[src/rtl/mul_acc_d.sv]
// Sequential signed Q-format multiply-accumulate: result = (A*B)>>>FRAC + C via a radix-2 shift-add core.
// Optional saturation on the final sum is enabled by defining MAC_SAT_EN; otherwise the result wraps.
module mul_acc_d #(
  parameter int W    = 48,
  parameter int FRAC = 24
) (
  input  logic         clk,
  input  logic         rst_n,
  input  logic         start,
  input  logic         acc_en,
  input  logic [W-1:0] A,
  input  logic [W-1:0] B,
  input  logic [W-1:0] C,
  output logic         busy,
  output logic         done,
  output logic [W-1:0] result,
  output logic         ovf
);

  localparam int CW = (W > 1) ? $clog2(W) : 1;

  typedef enum logic [1:0] {
    IDLE,
    MUL,
    FIN
  } state_t;

  state_t          state_reg;
  logic [CW-1:0]   cnt_reg;
  logic [W-1:0]    mcand_reg;
  logic [W-1:0]    mplier_reg;
  logic            sign_reg;
  logic [W-1:0]    addend_reg;
  logic [2*W-1:0]  prod_reg;
  logic            busy_reg;
  logic            done_reg;
  logic [W-1:0]    result_reg;

  logic [W-1:0]    abs_a;
  logic [W-1:0]    abs_b;
  logic [W:0]      step_sum;
  logic [2*W-1:0]  step_prod;
  logic [2*W:0]    prod_mag;
  logic [2*W:0]    prod_signed;
  logic [2*W:0]    prod_shifted;
  logic [2*W+1:0]  fin_sum;
  logic [W-1:0]    fin_result;

  // |-2^(W-1)| wraps back to the same bit pattern, which reads correctly as unsigned 2^(W-1).
  always_comb begin
    abs_a = A[W-1] ? (~A + 1'b1) : A;
    abs_b = B[W-1] ? (~B + 1'b1) : B;
  end

  // One shift-add step: add the multiplicand into the upper half, then shift the whole register right.
  always_comb begin
    step_sum  = {1'b0, prod_reg[2*W-1:W]} + {1'b0, (mplier_reg[0] ? mcand_reg : {W{1'b0}})};
    step_prod = {step_sum, prod_reg[W-1:1]};
  end

  always_comb begin
    prod_mag     = {1'b0, prod_reg};
    prod_signed  = sign_reg ? (~prod_mag + 1'b1) : prod_mag;
    prod_shifted = $unsigned($signed(prod_signed) >>> FRAC);
    fin_sum      = {prod_shifted[2*W], prod_shifted}
                 + {{(W+2){addend_reg[W-1]}}, addend_reg};
    fin_result   = W'(fin_sum);
  end

`ifdef MAC_SAT_EN
  logic            ovf_reg;
  logic            sum_in_range;
  logic [W-1:0]    sat_result;

  // In range when every bit from the sum MSB down to bit W-1 agrees with the sign.
  always_comb begin
    sum_in_range = (fin_sum[2*W+1:W-1] == {(W+3){1'b0}}) ||
                   (fin_sum[2*W+1:W-1] == {(W+3){1'b1}});
    if (sum_in_range) begin
      sat_result = fin_result;
    end else if (fin_sum[2*W+1]) begin
      sat_result = {1'b1, {(W-1){1'b0}}};
    end else begin
      sat_result = {1'b0, {(W-1){1'b1}}};
    end
  end

  always_ff @(posedge clk or negedge rst_n) begin
    if (!rst_n) begin
      ovf_reg <= 1'b0;
    end else if (state_reg == FIN) begin
      ovf_reg <= !sum_in_range;
    end
  end

  assign ovf = ovf_reg;
`else
  logic [W-1:0]    sat_result;

  always_comb begin
    sat_result = fin_result;
  end

  assign ovf = 1'b0;
`endif

  always_ff @(posedge clk or negedge rst_n) begin
    if (!rst_n) begin
      state_reg  <= IDLE;
      cnt_reg    <= '0;
      mcand_reg  <= '0;
      mplier_reg <= '0;
      sign_reg   <= 1'b0;
      addend_reg <= '0;
      prod_reg   <= '0;
      busy_reg   <= 1'b0;
      done_reg   <= 1'b0;
      result_reg <= '0;
    end else begin
      done_reg <= 1'b0;
      case (state_reg)
        IDLE: begin
          if (start) begin
            mcand_reg  <= abs_a;
            mplier_reg <= abs_b;
            sign_reg   <= A[W-1] ^ B[W-1];
            addend_reg <= acc_en ? C : '0;
            prod_reg   <= '0;
            cnt_reg    <= CW'(W-1);
            busy_reg   <= 1'b1;
            state_reg  <= MUL;
          end
        end
        MUL: begin
          prod_reg   <= step_prod;
          mplier_reg <= mplier_reg >> 1;
          if (cnt_reg == '0) begin
            state_reg <= FIN;
          end else begin
            cnt_reg <= cnt_reg - 1'b1;
          end
        end
        FIN: begin
          result_reg <= sat_result;
          done_reg   <= 1'b1;
          busy_reg   <= 1'b0;
          state_reg  <= IDLE;
        end
        default: begin
          state_reg <= IDLE;
        end
      endcase
    end
  end

  assign busy   = busy_reg;
  assign done   = done_reg;
  assign result = result_reg;

endmodule

[config.mk]
export PLATFORM = sky130hd
export DESIGN_NAME = mul_acc_d
export DESIGN_NICKNAME = d
export VERILOG_FILES = /design/src/rtl/mul_acc_d.sv
export SDC_FILE = /design/constraint.sdc
export NUM_CORES = 1
export LEC_CHECK = 0
export CORE_MARGIN = 3
export CORE_UTILIZATION = 40
export CTS_BUF_LIST = sky130_fd_sc_hd__clkbuf_8
export DETAILED_ROUTE_END_ITERATION = 6
export PLACE_DENSITY_LB_ADDON = 0.15
export REMOVE_ABC_BUFFERS = 1
export SLEW_MARGIN = 10
export SYNTH_ARGS = -nofsm -noshare
export SYNTH_HDL_FRONTEND = slang
export SYNTH_SLANG_ARGS = --single-unit
export TNS_END_PERCENT = 100
[constraint.sdc]
create_clock -name clk -period 11.9 [get_ports clk]
set_input_delay 1.19 -clock clk [delete_from_list [all_inputs] [get_ports clk]]
set_output_delay 1.19 -clock clk [all_outputs]
set_load 0.05 [all_outputs]
run_1/wires.png
(2 px per um)
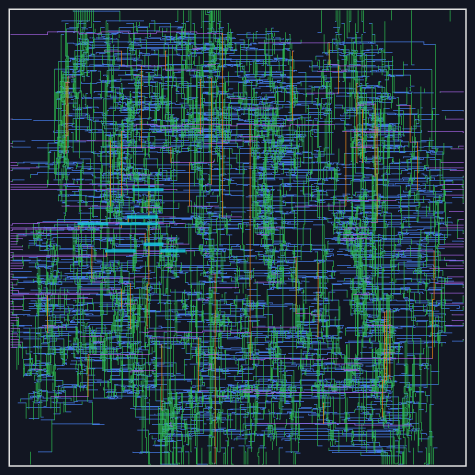
legend:
  cyan:
    layer: metal 5
    wire_length: 92.0 um
  blue:
    layer: metal 1
    wire_length: 25.0 mm
  orange:
    layer: metal 4
    wire_length: 1370 um
  green:
    layer: metal 2
    wire_length: 24.1 mm
  purple:
    layer: metal 3
    wire_length: 2760 um
DR vias: 17100
Tot GR Track Use: 20.6%
WL final: 53300 um
drt wl/cell: 17.0 um

run_1/clocks.png
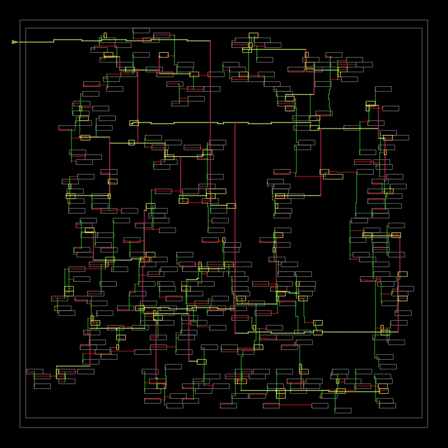
clock skew: 0.0401 ns
clock buffers: 64
CTS Sinks: 299
Flops: 299

==> results.toml, run 1 <==
# synthesis and place-and-route metrics
[layout]
buffers = 207
lay_top_count = "nand2_1"
fill_cells = 4715
areaGrowthSynthToFinish_pct = 17.7
layout_top_cells = "399 x nand2_1, 299 x dfrtp_1, 270 x o21ai_0"
seq_share_pct = 32.4
finalInstanceArea_sq_um = 23100
nNetsFinal = 2682
comb_cells = 1841
seqCellArea_sq_um = 7480
largest_cell_class = "logic gates"
final_util_pct = 48.0
inv_count = 28

[pwr]
power.group.top = "combinational logic"
total_power_mw = 6.48
vdd_drop_max_v = 0.000142
powerComb_mw = 3.78
powerDensity_nw_per_um2 = 280
seq_cell_power_mw = 1.73
comb_power_share_pct = 58.4
p_int_mw = 3.47
switchingPower_mw = 3.00
pwr-share-seq_pct = 26.7

[synth]
async_flop_share_pct = 100
area_leaders = "dfrtp_1 38%, nand2_1 7.6%, o21ai_0 6.9%, ha_1 6.3%, xor2_1 5.1%"
synth_cells = 2300
ys_types = 69
synthFlopType = "dfrtp_1"
xor_share_pct = 9.95
compound_area_share_pct = 22.9
simple_gate_share_pct = 19.3
synth.logic.top_family = "AND-OR/OR-AND gates"
synth_top_area_share_pct = 38.1
synth.largest_area_cell = "dfrtp_1"
ys_warn_count = 0
top_cell = "nand2_1"
ys_sh_adder_pct = 6.51
ys_cells = 2300
ys_seq_share_pct = 38.1
ys_ff = 299

[hold_path]
worstHoldPathType = "flop to flop"
hold_path_end = "mcand_reg[6]"

[global_routing]
met1_usage_pct = 28.0
grt_max_degree = 143
gr-total-overflow = 0
busiest_layer = "met2"

[detailed_routing]
top_layer = "met5"
wl_met1_um = 25000
firstDrtPassIters = 5
drtIter0Drc = 1143
wl_met2_um = 24100

[floorplan]
fp_util_pct = 40.8
die_area_sq_um = 51800
num_rows = 80
core_area_sq_um = 48100
taps = 656

[sta]
finalCritPeriodShare_pct = 47.1
tns_ns = 0
rsz0062_at_grt = "false"
slew_headroom_pct = 26.9
tightest_slew_ns = 1.10
max_clock_freq_ghz = 0.179
period_needed_ns = 5.60

[placement]
io_buffers = 197
place_congestion = 0.915

[run_status]
outcome = "finished, final reports clean"

[clock_tree]
ctsRootBufferMaster = "clkbuf_8"
h-tree-depth = 2
cts-hold-fix-buffers = 0
cts_post_setup_buffers_inserted = 0
cts_max_path_buffers = 3
cts_resized = 0

[worst_setup_path]
crit_required_ns = 12.43
cp_slowest_stage_delay_ns = 0.73
rrSetupSlack_ns = 6.30
cp_num_buf_inv = 0
crit_path_top_delay_cell = "o31ai_1"
r2r-start = "prod_reg[27]"
cp-end-kind = "flop"
crit_type = "flop to flop"
startpoint = "prod_reg[27]"
crit_chain = "or4_1 -> nor4_1 -> nand2_1 -> or3_1 -> nor2b_1 -> nand2b_1 -> o31ai_1 -> xnor2_1 -> ha_1 -> nand2_1 -> o21ai_0 -> a211oi_1 -> a21bo_2 -> nand3_1 -> o31ai_1 -> a21boi_0 -> xor2_1 -> o21ai_0"

[flow_run]
tool_warnings = 35
maxCapViolations = 0
run_1/clk_routes.png
(1 px per um)
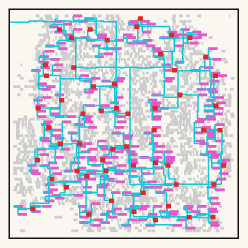
legend:
  magenta:
    item: flip-flops
    count: 299
  red:
    item: clock drivers
    count: 56
  cyan:
    item: clock wires
    length: 4760 um
flops lie: all over the die
routed clock nets: 57
clock group total power: 0.967 mW
worst-skew pair later-pin latency: 0.65 ns
Clock Power Share: 14.9%

## run 1: worst max path at each step
stage | end | slack [ns] | depth (start not counted)
floorplan | cnt_reg[3] | 6.48 | 5
global placement | result[41] | 6.49 | 18
detailed placement | result[41] | 6.34 | 18
global route | result[41] | 5.69 | 18
CTS | result[41] | 6.28 | 18
finish | result[41] | 6.30 | 18
## run 1: stage by stage
stage               hold slack [ns]  setup WS [ns]  cells
floorplan                     0.440           6.48   2168
finish                        0.468           6.30   3128
global placement              0.456           6.49   3031
detailed placement            0.463           6.34   3031
CTS                           0.474           6.28   3125
global route                  0.485           5.69   3127
==> inputs of run 2 (changes only) <==
==> constraint.sdc (replaced) <==
create_clock -name clk -period 4.7 [get_ports clk]
set_input_delay 0.47 -clock clk [delete_from_list [all_inputs] [get_ports clk]]
set_output_delay 0.47 -clock clk [all_outputs]
set_load 0.05 [all_outputs]
run_2/clocks.png
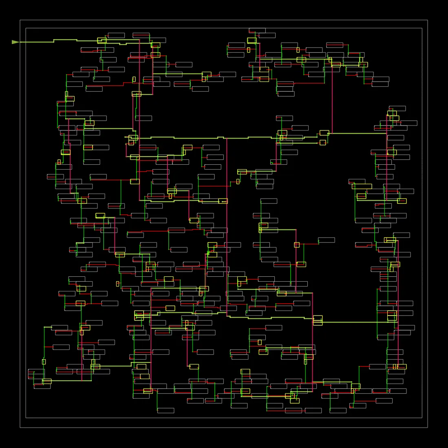
clock group total power: 2.52 mW
clock skew: 0.0376 ns
CTS Buf Count: 55
clock buffers: 69

run_2/wires.png
(2 px per um)
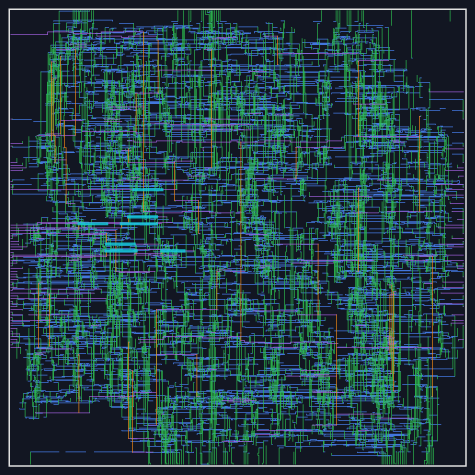
legend:
  orange:
    layer: metal 4
    wire_length: 1300 um
  blue:
    layer: metal 1
    wire_length: 26.1 mm
  purple:
    layer: metal 3
    wire_length: 2900 um
  cyan:
    layer: metal 5
    wire_length: 98.4 um
  green:
    layer: metal 2
    wire_length: 25.1 mm
WL final: 55500 um
Tot GR Track Use: 21.3%

==> results.toml, run 2 <==
# synthesis and place-and-route metrics
[sta]
max_clock_freq_ghz = 0.220
layout_setup_ws_ns = 0.157
finalCritPeriodShare_pct = 96.7
tightest_slew_ns = 0.971
rsz0062_at_grt = "true"
slew_headroom_pct = 35.3
period_needed_ns = 4.54
tns_ns = 0

[placement]
place_congestion = 0.886
dp.cells = 3154
dp_slack_ns = -0.263
io_buffers = 197

[layout]
inv_count = 28
finalNonFillerCells = 3269
lay_top_count = "nand2_1"
seq_share_pct = 30.5
fill_cells = 4619
largest_cell_class = "logic gates"
comb_cells = 1841
nNetsFinal = 2819
finalInstanceArea_sq_um = 24500
buffers = 345
seqCellArea_sq_um = 7480

[synth]
edf_count = 0
ys_ff = 299
compound_area_share_pct = 22.9
synth_top_area_share_pct = 38.1
top_cell = "nand2_1"
synth.logic.top_family = "AND-OR/OR-AND gates"
ys_types = 69
ys_seq_share_pct = 38.1
synthFlopType = "dfrtp_1"
ys_warn_count = 0
xor_share_pct = 9.95
async_flop_share_pct = 100
area_leaders = "dfrtp_1 38%, nand2_1 7.6%, o21ai_0 6.9%, ha_1 6.3%, xor2_1 5.1%"
ys_cells = 2300
synth_cells = 2300
ys_sh_adder_pct = 6.51

[run_status]
outcome = "finished, final reports clean"

[clock_tree]
cts_sinks = 299
ctsRootBufferMaster = "clkbuf_8"
cts_max_path_buffers = 3
h-tree-depth = 2

[worst_setup_path]
cp_num_buf_inv = 6
r2r-start = "prod_reg[25]"
crit_path_top_delay_cell = "or4_4"
cp_slowest_stage_delay_ns = 0.55
crit_required_ns = 5.20
startpoint = "prod_reg[25]"
crit_chain = "or4_4 -> nor4_4 -> buf_4 -> nand2_2 -> or3_4 -> or2_4 -> or3_4 -> o31ai_4 -> xnor2_1 -> ha_1 -> buf_4 -> buf_4 -> nand3_1 -> nor4_2 -> inv_1 -> o31ai_1 -> buf_4 -> buf_4 -> a21oi_4 -> xnor2_1 -> o21ai_0"
cp.depth = 21
crit_end = "result[47]"
cp-end-kind = "flop"

[floorplan]
num_rows = 80
die_area_sq_um = 51800
core_area_sq_um = 48100
fp_util_pct = 40.8

[detailed_routing]
routed_wire_length_per_instance_um = 17.0
num_vias = 17700
drtIter0Drc = 971

[pwr]
vdd_drop_max_v = 0.000378
total_power_mw = 18.4

[global_routing]
gr-total-overflow = 0
grt_max_degree = 108
met1_usage_pct = 29.3
busiest_layer = "met2"

[flow_run]
tool_warnings = 31
[run 2: cell types whose count changed in the layout (fill, tap and decap cells not counted), sizes merged]
cell,previous run,this run
bufinv,2,1
inv,51,48
dlygate4sd3,0,1
buf,13,150
clkbuf,64,69
clkinvlp,0,2
diode,3,0
clkinv,5,8
[run 2: routing by layer]
metal,up-vias,part of all wire [%]
met5,-,0.18
met4,14,2.3
met3,98,5.2
met2,369,45
met1,8447,47
li1,8810,-
[run 2: repair_timing]
item,4_1_cts,5_1_grt
pin swaps,11,32
endpoints found under the setup margin,15,23
resized,29,41
setup buffers,3,12
hold buffers,1,0
cloned,0,0
hold endpoints to repair,104,0
[run 2: power by group]
group          internal [mW]  total, mW  switching [mW]
clock network           1.37       2.52            1.15
logic                   5.23       11.6            6.32
registers               3.55       4.30           0.751
total                   10.2       18.4            8.22
run_2/clk_routes.png
(1 px per um)
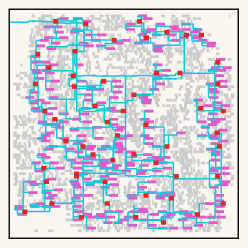

==> inputs of run 3 (changes only) <==
--- a/config.mk
+++ b/config.mk
@@ -11,6 +11,7 @@
 export DETAILED_ROUTE_END_ITERATION = 6
 export PLACE_DENSITY_LB_ADDON = 0.15
 export REMOVE_ABC_BUFFERS = 1
+export SKIP_LAST_GASP = 1
 export SLEW_MARGIN = 10
 export SYNTH_ARGS = -nofsm -noshare
 export SYNTH_HDL_FRONTEND = slang
run_3/clk_routes.png
(1 px per um)
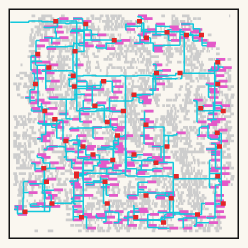
Clock Power Share: 13.7%
clock skew: 0.0368 ns

==> results.toml, run 3 <==
# synthesis and place-and-route metrics
[run_status]
outcome = "finished, final reports clean"

[synth]
synth.logic.top_family = "AND-OR/OR-AND gates"
async_flop_share_pct = 100
ys_sh_adder_pct = 6.51
synth_top_area_share_pct = 38.1
ys_seq_share_pct = 38.1
ys_ff = 299
top_cell = "nand2_1"
xor_share_pct = 9.95
edf_count = 0
synthFlopType = "dfrtp_1"
area_leaders = "dfrtp_1 38%, nand2_1 7.6%, o21ai_0 6.9%, ha_1 6.3%, xor2_1 5.1%"
synth_cells = 2300
ys_types = 69

[detailed_routing]
top_layer = "met5"
routed_wire_length_per_instance_um = 17.0
drtIter0Drc = 941
wirelength_um = 55400
wl_met2_um = 25100
num_vias = 17700
wl_met1_um = 26100

[placement]
place_congestion = 0.886
io_buffers = 197
dp_slack_ns = -0.263

[floorplan]
core_area_sq_um = 48100
num_rows = 80
fp_util_pct = 40.8

[clock_tree]
h-tree-depth = 2
cts-hold-fix-buffers = 1
ctsRootBufferMaster = "clkbuf_8"
cts_buffers = 55
cts_resized = 27
cts_max_path_buffers = 3

[global_routing]
busiest_layer = "met2"
grt_usage_pct = 21.3
gr-total-overflow = 0

[sta]
finalCritPeriodShare_pct = 95.5
max_clock_freq_ghz = 0.223
rsz0062_at_grt = "true"
layout_setup_ws_ns = 0.213

[worst_setup_path]
crit_required_ns = 5.21
crit_chain = "or4_4 -> nor4_4 -> buf_4 -> nand2_2 -> or3_4 -> or2_4 -> or3_4 -> o31ai_4 -> xnor2_1 -> ha_1 -> buf_4 -> buf_4 -> nand3_1 -> o31a_1 -> o21a_1 -> o31ai_1 -> buf_4 -> buf_4 -> a21oi_4 -> xnor2_1 -> o21ai_0"
crit_path_top_delay_cell = "or4_4"

[layout]
finalInstanceArea_sq_um = 24500
seqCellArea_sq_um = 7480
nNetsFinal = 2818
lay_top_count = "nand2_1"
inv_count = 28

[pwr]
power_switching_share_pct = 44.7
comb_power_share_pct = 62.9
p_int_mw = 10.2
powerComb_mw = 11.6
powerClk_mw = 2.52
power.group.top = "combinational logic"
switchingPower_mw = 8.21
seq_cell_power_mw = 4.30
total_power_mw = 18.4
run_3/clocks.png
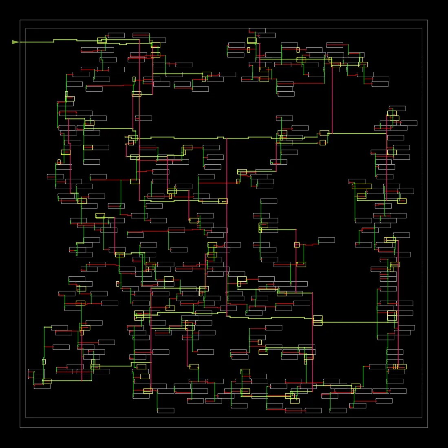

## run 3: worst max-delay path by stage
| stage | from | slack [ns] | cells after the start | endpoint |
|---|---|---|---|---|
| finish | prod_reg[25] | 0.21 | 21 | result[47] |
| global route | prod_reg[25] | -0.08 | 22 | result[43] |
| CTS | prod_reg[27] | -0.02 | 21 | result[43] |
| detailed placement | prod_reg[27] | -0.26 | 20 | result[43] |
| global placement | prod_reg[27] | -0.23 | 20 | result[43] |
| floorplan | state_reg[0] | -0.72 | 5 | cnt_reg[3] |
## run 3: worst max-delay path, delay by kind of cell (launching register included)
family          cells  cell delay, ns
flops               1            0.37
buf+inv             5            0.72
fa+ha+maj           1            0.33
xor+xnor            2            0.25
simple gates        7            1.82
compound gates      6            0.85
Power and IR drop assume default switching activity.
